**Placement view**

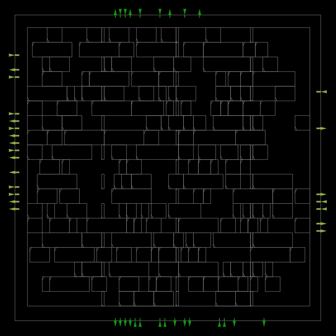
**Wires at chosen ports, followed through buffers**

Scale bar: 20 um.
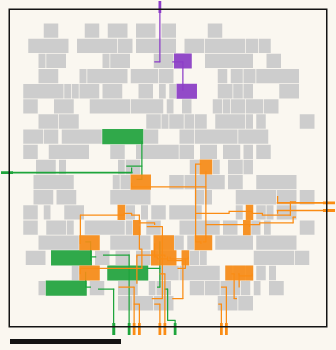
**Where the registers sit**

Scale bar: 20 um. Other sequential cells in the stronger grey, the rest of the logic in the fainter grey.
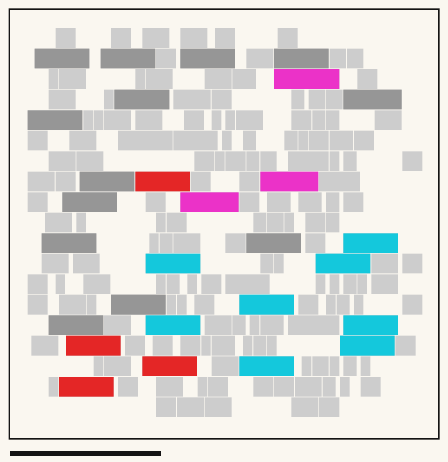
**Supply network**

Scale bar: 20 um. Pins as bars on the die edge. Tap cells in grey.
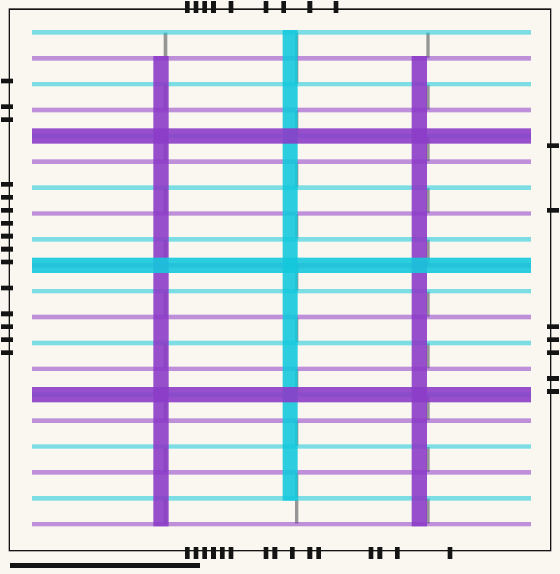
`config.mk`:
```
export PLATFORM = sky130hd
export DESIGN_NAME = regfile_cmd_ctrl_flat
export DESIGN_NICKNAME = d
export VERILOG_FILES = /design/src/rtl/regfile_cmd_ctrl_if.sv /design/src/rtl/regfile_cmd_ctrl.sv /design/src/flat_wrapper.sv
export SDC_FILE = /design/constraint.sdc
export NUM_CORES = 1
export LEC_CHECK = 0
export ABC_CLOCK_PERIOD_IN_PS = 1500
export CORE_MARGIN = 2
export CORE_UTILIZATION = 42
export CTS_CLUSTER_DIAMETER = 200
export CTS_CLUSTER_SIZE = 24
export DETAILED_ROUTE_END_ITERATION = 8
export PLACE_DENSITY_LB_ADDON = 0.1
export SETUP_SLACK_MARGIN = 0.15
export SLEW_MARGIN = 10
export SYNTH_ARGS = -nofsm -noshare
export SYNTH_HDL_FRONTEND = slang
export SYNTH_SLANG_ARGS = --single-unit
```
`constraint.sdc`:
```
create_clock -name CLK -period 1.5 [get_ports CLK]
set_input_delay 0.15 -clock CLK [delete_from_list [all_inputs] [get_ports CLK]]
set_output_delay 0.15 -clock CLK [all_outputs]
set_load 0.05 [all_outputs]
```
`src/rtl/regfile_cmd_ctrl_if.sv`:
```
// regfile_cmd_ctrl_if: UART byte stream, register-file and transmitter signals of the command controller
interface regfile_cmd_ctrl_if #(
  parameter int DATA_width    = 8,
  parameter int Address_width = 4
);
  logic [DATA_width-1:0]    RX_P_DATA;
  logic                     RX_D_VLD;
  logic [DATA_width-1:0]    RdData;
  logic                     RdData_valid;
  logic                     TX_Busy;
  logic                     WrEn;
  logic                     RdEn;
  logic [Address_width-1:0] Address;
  logic [DATA_width-1:0]    WrData;
  logic [DATA_width-1:0]    TX_P_DATA;
  logic                     TX_D_VLD;
  logic                     Cmd_error;
  logic                     Rx_drop;
  modport master (
    input  RX_P_DATA, RX_D_VLD, RdData, RdData_valid, TX_Busy,
    output WrEn, RdEn, Address, WrData, TX_P_DATA, TX_D_VLD, Cmd_error, Rx_drop
  );
  modport slave (
    output RX_P_DATA, RX_D_VLD, RdData, RdData_valid, TX_Busy,
    input  WrEn, RdEn, Address, WrData, TX_P_DATA, TX_D_VLD, Cmd_error, Rx_drop
  );
endinterface

```
`src/rtl/regfile_cmd_ctrl.sv`:
```
// regfile_cmd_ctrl: decodes UART command bytes into register-file writes and reads, returning read data over TX
module regfile_cmd_ctrl #(
  parameter int DATA_width    = 8,
  parameter int Address_width = 4
) (
  input logic               CLK,
  input logic               RST,
  regfile_cmd_ctrl_if.master bus
);
  typedef enum logic [2:0] {IDLE, WR_ADDR, WR_DATA, RD_ADDR, RD_WAIT, TX_SEND} state_t;
  state_t                   state_q, state_d;
  logic                     wr_en_q, wr_en_d, rd_en_q, rd_en_d, tx_vld_q, tx_vld_d;
  logic                     cmd_err_q, cmd_err_d, rx_drop_q, rx_drop_d;
  logic [Address_width-1:0] addr_q, addr_d;
  logic [DATA_width-1:0]    wr_data_q, wr_data_d, tx_data_q, tx_data_d;
  logic                     vld;
  logic [DATA_width-1:0]    b;
  assign vld = bus.RX_D_VLD;
  assign b   = bus.RX_P_DATA;
  // Next state and registered outputs; RD_ADDR holds through the RdEn cycle so RD_WAIT is the cycle the read data returns
  always_comb begin
    state_d   = state_q;
    addr_d    = addr_q;
    wr_data_d = wr_data_q;
    tx_data_d = tx_data_q;
    wr_en_d   = 1'b0;
    rd_en_d   = 1'b0;
    tx_vld_d  = 1'b0;
    cmd_err_d = 1'b0;
    rx_drop_d = 1'b0;
    case (state_q)
      IDLE: if (vld) begin
        state_d   = (b == DATA_width'(8'hAA)) ? WR_ADDR : (b == DATA_width'(8'hBB)) ? RD_ADDR : IDLE;
        cmd_err_d = (b != DATA_width'(8'hAA)) && (b != DATA_width'(8'hBB));
      end
      WR_ADDR: if (vld) begin
        addr_d  = b[Address_width-1:0];
        state_d = WR_DATA;
      end
      WR_DATA: if (vld) begin
        wr_data_d = b;
        wr_en_d   = 1'b1;
        state_d   = IDLE;
      end
      RD_ADDR: if (rd_en_q) begin
        state_d   = RD_WAIT;
        rx_drop_d = vld;
      end else if (vld) begin
        addr_d  = b[Address_width-1:0];
        rd_en_d = 1'b1;
      end
      RD_WAIT: begin
        rx_drop_d = vld;
        cmd_err_d = !bus.RdData_valid;
        tx_data_d = bus.RdData_valid ? bus.RdData : tx_data_q;
        state_d   = bus.RdData_valid ? TX_SEND : IDLE;
      end
      TX_SEND: begin
        rx_drop_d = vld;
        tx_vld_d  = !bus.TX_Busy;
        state_d   = bus.TX_Busy ? TX_SEND : IDLE;
      end
      default: state_d = IDLE;
    endcase
  end
  // State and output registers with synchronous reset
  always_ff @(posedge CLK) begin
    if (RST) begin
      state_q   <= IDLE;
      wr_en_q   <= 1'b0;
      rd_en_q   <= 1'b0;
      tx_vld_q  <= 1'b0;
      cmd_err_q <= 1'b0;
      rx_drop_q <= 1'b0;
      addr_q    <= '0;
      wr_data_q <= '0;
      tx_data_q <= '0;
    end else begin
      state_q   <= state_d;
      wr_en_q   <= wr_en_d;
      rd_en_q   <= rd_en_d;
      tx_vld_q  <= tx_vld_d;
      cmd_err_q <= cmd_err_d;
      rx_drop_q <= rx_drop_d;
      addr_q    <= addr_d;
      wr_data_q <= wr_data_d;
      tx_data_q <= tx_data_d;
    end
  end
  assign bus.WrEn      = wr_en_q;
  assign bus.RdEn      = rd_en_q;
  assign bus.TX_D_VLD  = tx_vld_q;
  assign bus.Cmd_error = cmd_err_q;
  assign bus.Rx_drop   = rx_drop_q;
  assign bus.Address   = addr_q;
  assign bus.WrData    = wr_data_q;
  assign bus.TX_P_DATA = tx_data_q;
endmodule

```
`src/flat_wrapper.sv`:
```
// flat-port wrapper written by rule: the top's interface ports become plain ports
module regfile_cmd_ctrl_flat 
#(
  parameter int DATA_width    = 8,
  parameter int Address_width = 4
)
  (CLK, RST, bus_RX_P_DATA, bus_RX_D_VLD, bus_RdData, bus_RdData_valid, bus_TX_Busy, bus_WrEn, bus_RdEn, bus_Address, bus_WrData, bus_TX_P_DATA, bus_TX_D_VLD, bus_Cmd_error, bus_Rx_drop);
  regfile_cmd_ctrl_if #(.DATA_width(DATA_width), .Address_width(Address_width)) bus_i ();
  input logic CLK;
  input logic RST;
  input wire logic [$bits(bus_i.RX_P_DATA)-1:0] bus_RX_P_DATA;
  input wire logic [$bits(bus_i.RX_D_VLD)-1:0] bus_RX_D_VLD;
  input wire logic [$bits(bus_i.RdData)-1:0] bus_RdData;
  input wire logic [$bits(bus_i.RdData_valid)-1:0] bus_RdData_valid;
  input wire logic [$bits(bus_i.TX_Busy)-1:0] bus_TX_Busy;
  output wire logic [$bits(bus_i.WrEn)-1:0] bus_WrEn;
  output wire logic [$bits(bus_i.RdEn)-1:0] bus_RdEn;
  output wire logic [$bits(bus_i.Address)-1:0] bus_Address;
  output wire logic [$bits(bus_i.WrData)-1:0] bus_WrData;
  output wire logic [$bits(bus_i.TX_P_DATA)-1:0] bus_TX_P_DATA;
  output wire logic [$bits(bus_i.TX_D_VLD)-1:0] bus_TX_D_VLD;
  output wire logic [$bits(bus_i.Cmd_error)-1:0] bus_Cmd_error;
  output wire logic [$bits(bus_i.Rx_drop)-1:0] bus_Rx_drop;
  assign bus_i.RX_P_DATA = bus_RX_P_DATA;
  assign bus_i.RX_D_VLD = bus_RX_D_VLD;
  assign bus_i.RdData = bus_RdData;
  assign bus_i.RdData_valid = bus_RdData_valid;
  assign bus_i.TX_Busy = bus_TX_Busy;
  assign bus_WrEn = bus_i.WrEn;
  assign bus_RdEn = bus_i.RdEn;
  assign bus_Address = bus_i.Address;
  assign bus_WrData = bus_i.WrData;
  assign bus_TX_P_DATA = bus_i.TX_P_DATA;
  assign bus_TX_D_VLD = bus_i.TX_D_VLD;
  assign bus_Cmd_error = bus_i.Cmd_error;
  assign bus_Rx_drop = bus_i.Rx_drop;
  regfile_cmd_ctrl #(.DATA_width(DATA_width), .Address_width(Address_width)) u_core (.CLK(CLK), .RST(RST), .bus(bus_i));
endmodule
```
==> report_table.html <==
<p>Metrics extracted from the flow reports.</p>
<table>
<tr><th>Metric</th><th>Value</th></tr>
<tr><th colspan="2">CTS</th></tr>
<tr><td>Buffer depth of the longest clock path</td><td>2</td></tr>
<tr><td>Number of levels the H-tree was split into</td><td>1</td></tr>
<tr><td>Clk_lat worst skew</td><td>roughly 320 ps</td></tr>
<tr><td>Hold buffer count at CTS</td><td>0</td></tr>
<tr><td>Clk root buf</td><td>sky130_fd_sc_hd__clkbuf_4</td></tr>
<tr><td>Clock buffer count from CTS</td><td>3</td></tr>
<tr><th colspan="2">Global routing</th></tr>
<tr><td>GR Util All Layers</td><td>18.7%</td></tr>
<tr><td>First-pass GRT wire length</td><td>4800 um</td></tr>
<tr><th colspan="2">Detailed routing</th></tr>
<tr><td>WL/cell</td><td>between 10 and 15 um</td></tr>
<tr><td>Violation count after the first detailed-route iteration</td><td>27</td></tr>
<tr><td>Number of detailed-routing iterations run before antenna repair</td><td>4</td></tr>
<tr><td>Total via count in the routed design</td><td>1066</td></tr>
<tr><th colspan="2">Logic synthesis</th></tr>
<tr><td>Top area contributor share</td><td>a little under half</td></tr>
<tr><td>Instance tally after logic synthesis</td><td>about 130</td></tr>
<tr><td>Post-synth top cells</td><td>sky130_fd_sc_hd__dfxtp_1, sky130_fd_sc_hd__nand2_1, sky130_fd_sc_hd__nor2_1</td></tr>
<tr><td>Async set-or-reset flop fraction in the synthesized netlist</td><td>0%</td></tr>
<tr><td>Most popular library cell in the synthesized design by count</td><td>sky130_fd_sc_hd__dfxtp_1</td></tr>
<tr><td>Unique cell type count in the Yosys netlist</td><td>26</td></tr>
<tr><td>Cell types with the largest area share after synthesis</td><td>sky130_fd_sc_hd__dfxtp_1, sky130_fd_sc_hd__mux2i_1, sky130_fd_sc_hd__nand2_1</td></tr>
<tr><th colspan="2">Final layout</th></tr>
<tr><td>Area growth from synthesis to layout</td><td>46.9%</td></tr>
<tr><td>Total number of sequential cells</td><td>28</td></tr>
<tr><td>Total inserted antenna cells</td><td>0</td></tr>
<tr><td>Clock-cell share of area</td><td>2.11%</td></tr>
<tr><td>Count of inverters other than clock inverters in the layout</td><td>1</td></tr>
<tr><td>Cell area after layout</td><td>around 1700 um2</td></tr>
<tr><td>Number of clock buffers in the layout</td><td>4</td></tr>
<tr><td>Area of combinational cells with multiple inputs</td><td>slightly below 600 um2</td></tr>
<tr><th colspan="2">Power and ir drop</th></tr>
<tr><td>Power density cells</td><td>718 nW/um2</td></tr>
<tr><td>Total power draw</td><td>1.23 mW</td></tr>
<tr><th colspan="2">Setup path</th></tr>
<tr><td>Worst setup path endpoint</td><td>u_core.bus.TX_P_DATA[3]</td></tr>
<tr><td>Crit path from</td><td>u_core.state_q[0]</td></tr>
<tr><td>CP required</td><td>about 1700 ps</td></tr>
<tr><td>FF-to-FF path depth</td><td>5</td></tr>
<tr><td>R2R Path End</td><td>u_core.bus.TX_P_DATA[3]</td></tr>
<tr><td>CP Capture Type</td><td>flop</td></tr>
<tr><th colspan="2">Floorplan</th></tr>
<tr><td>Tap cells</td><td>31</td></tr>
<tr><td>Effective utilization at floorplan</td><td>43.1%</td></tr>
<tr><th colspan="2">Final timing</th></tr>
<tr><td>Post-layout period usage</td><td>between 80% and 90%</td></tr>
<tr><td>Final critical path time including I/O delays and setup</td><td>1280 ps</td></tr>
<tr><td>Max-slew violation total from the final report</td><td>0</td></tr>
<tr><th colspan="2">Placed design</th></tr>
<tr><td>Gpl congestion</td><td>0.823</td></tr>
<tr><td>Total placed cells including tap cells</td><td>208</td></tr>
<tr><th colspan="2">Min path</th></tr>
<tr><td>Worst Hold End</td><td>u_core.bus.WrData[5]</td></tr>
<tr><td>Startpoint of the tightest hold check path</td><td>bus_RX_P_DATA[5]</td></tr>
<tr><th colspan="2">Status</th></tr>
<tr><td>Outcome</td><td>finished clean</td></tr>
<tr><th colspan="2">Flow run</th></tr>
<tr><td>Max-cap violations</td><td>0</td></tr>
</table>
Notes on 'placement view' above:
placeable core area: 2710 um2
Rows: 19
flip-flop and latch share of the layout cell area: 33.1%

Notes on 'wires at chosen ports, followed through buffers' above:
`bus_Address` -> green  # direction output, end cells 4, buffers 4, wire 86.7 um
`bus_RX_P_DATA` -> orange  # direction input, end cells 16, buffers 10, wire 245 um
`bus_TX_Busy` -> purple  # direction input, end cells 2, buffers 1, wire 16.9 um
buffers added on ports: 45
boundary pin count: 46

Notes on 'where the registers sit' above:
`u_core.bus.WrData` -> cyan  # flops 8
`u_core.bus.Address` -> red  # flops 4, where lower left
`u_core.state_q` -> magenta  # flops 3
sequential cell area: 568 um2
Layout Utilization: 63.3%
total sequential power: 0.746 mW

Notes on 'supply network' above:
VSS -> purple
VDD -> cyan
met4 straps = 3
met1 rails = 20
die extent in y: 56.8 um
die outline width: 56.8 um
worst ir drop on vdd: 688 uV

-- worst max-delay path, stage by stage (launching register included) --
cell and delay (ps):
sky130_fd_sc_hd__dfxtp_4 420, sky130_fd_sc_hd__buf_4 150, sky130_fd_sc_hd__nor3_4 210, sky130_fd_sc_hd__buf_12 160, sky130_fd_sc_hd__mux2i_1 180, sky130_fd_sc_hd__nor2_1 60
-- routing by layer --
metal | routed length [um] | vias to the layer above | global-route usage [%] | share of wire (%)
met2 | 1380 | 26 | 30.6 | 50
met5 | 0 | - | 0 | 0
li1 | - | 542 | - | -
met3 | 151 | 2 | 3.92 | 5.4
met4 | 15 | 0 | 7.31 | 0.54
met1 | 1230 | 496 | 24.2 | 44
-- power breakdown --
part	internal (mW)	total, mW	switching [mW]
clock network	0.148	0.368	0.220
registers	0.744	0.746	0.00145
logic	0.0694	0.118	0.0488
total	0.962	1.23	0.270
-- cell usage in the layout (no fill, tap or decap), drive strengths merged --
cell / count
nor2: 18
a2bb2oi: 1
nand3b: 4
nand4b: 2
clkbuf: 4
nor3: 4
nand2b: 4
buf: 37
nor4: 1
a21o: 1
inv: 1
nand2: 19
o21ai: 5
mux2i: 13
xor2: 1
dfxtp: 28
clkdlybuf4s50: 20
nor2b: 1
or2: 1
a21oi: 12
nor4b: 2
a2111oi: 1
and3: 1
nor3b: 1
-- cell families (layout without fill, tap and decap cells) --
kind of cell	Yosys count	count (layout)	synth area share, %
simple gates	58	58	26.0
flops	28	28	48.0
compound gates	20	20	9.96
mux	13	13	11.1
buf+inv	8	62	4.18
xor+xnor	1	1	0.750
-- what timing repair did --
action	CTS	global route
gates resized	4	4
buffers inserted	0	1
setup endpoints to repair	11	9
Power is estimated from default activity; no workload was simulated.
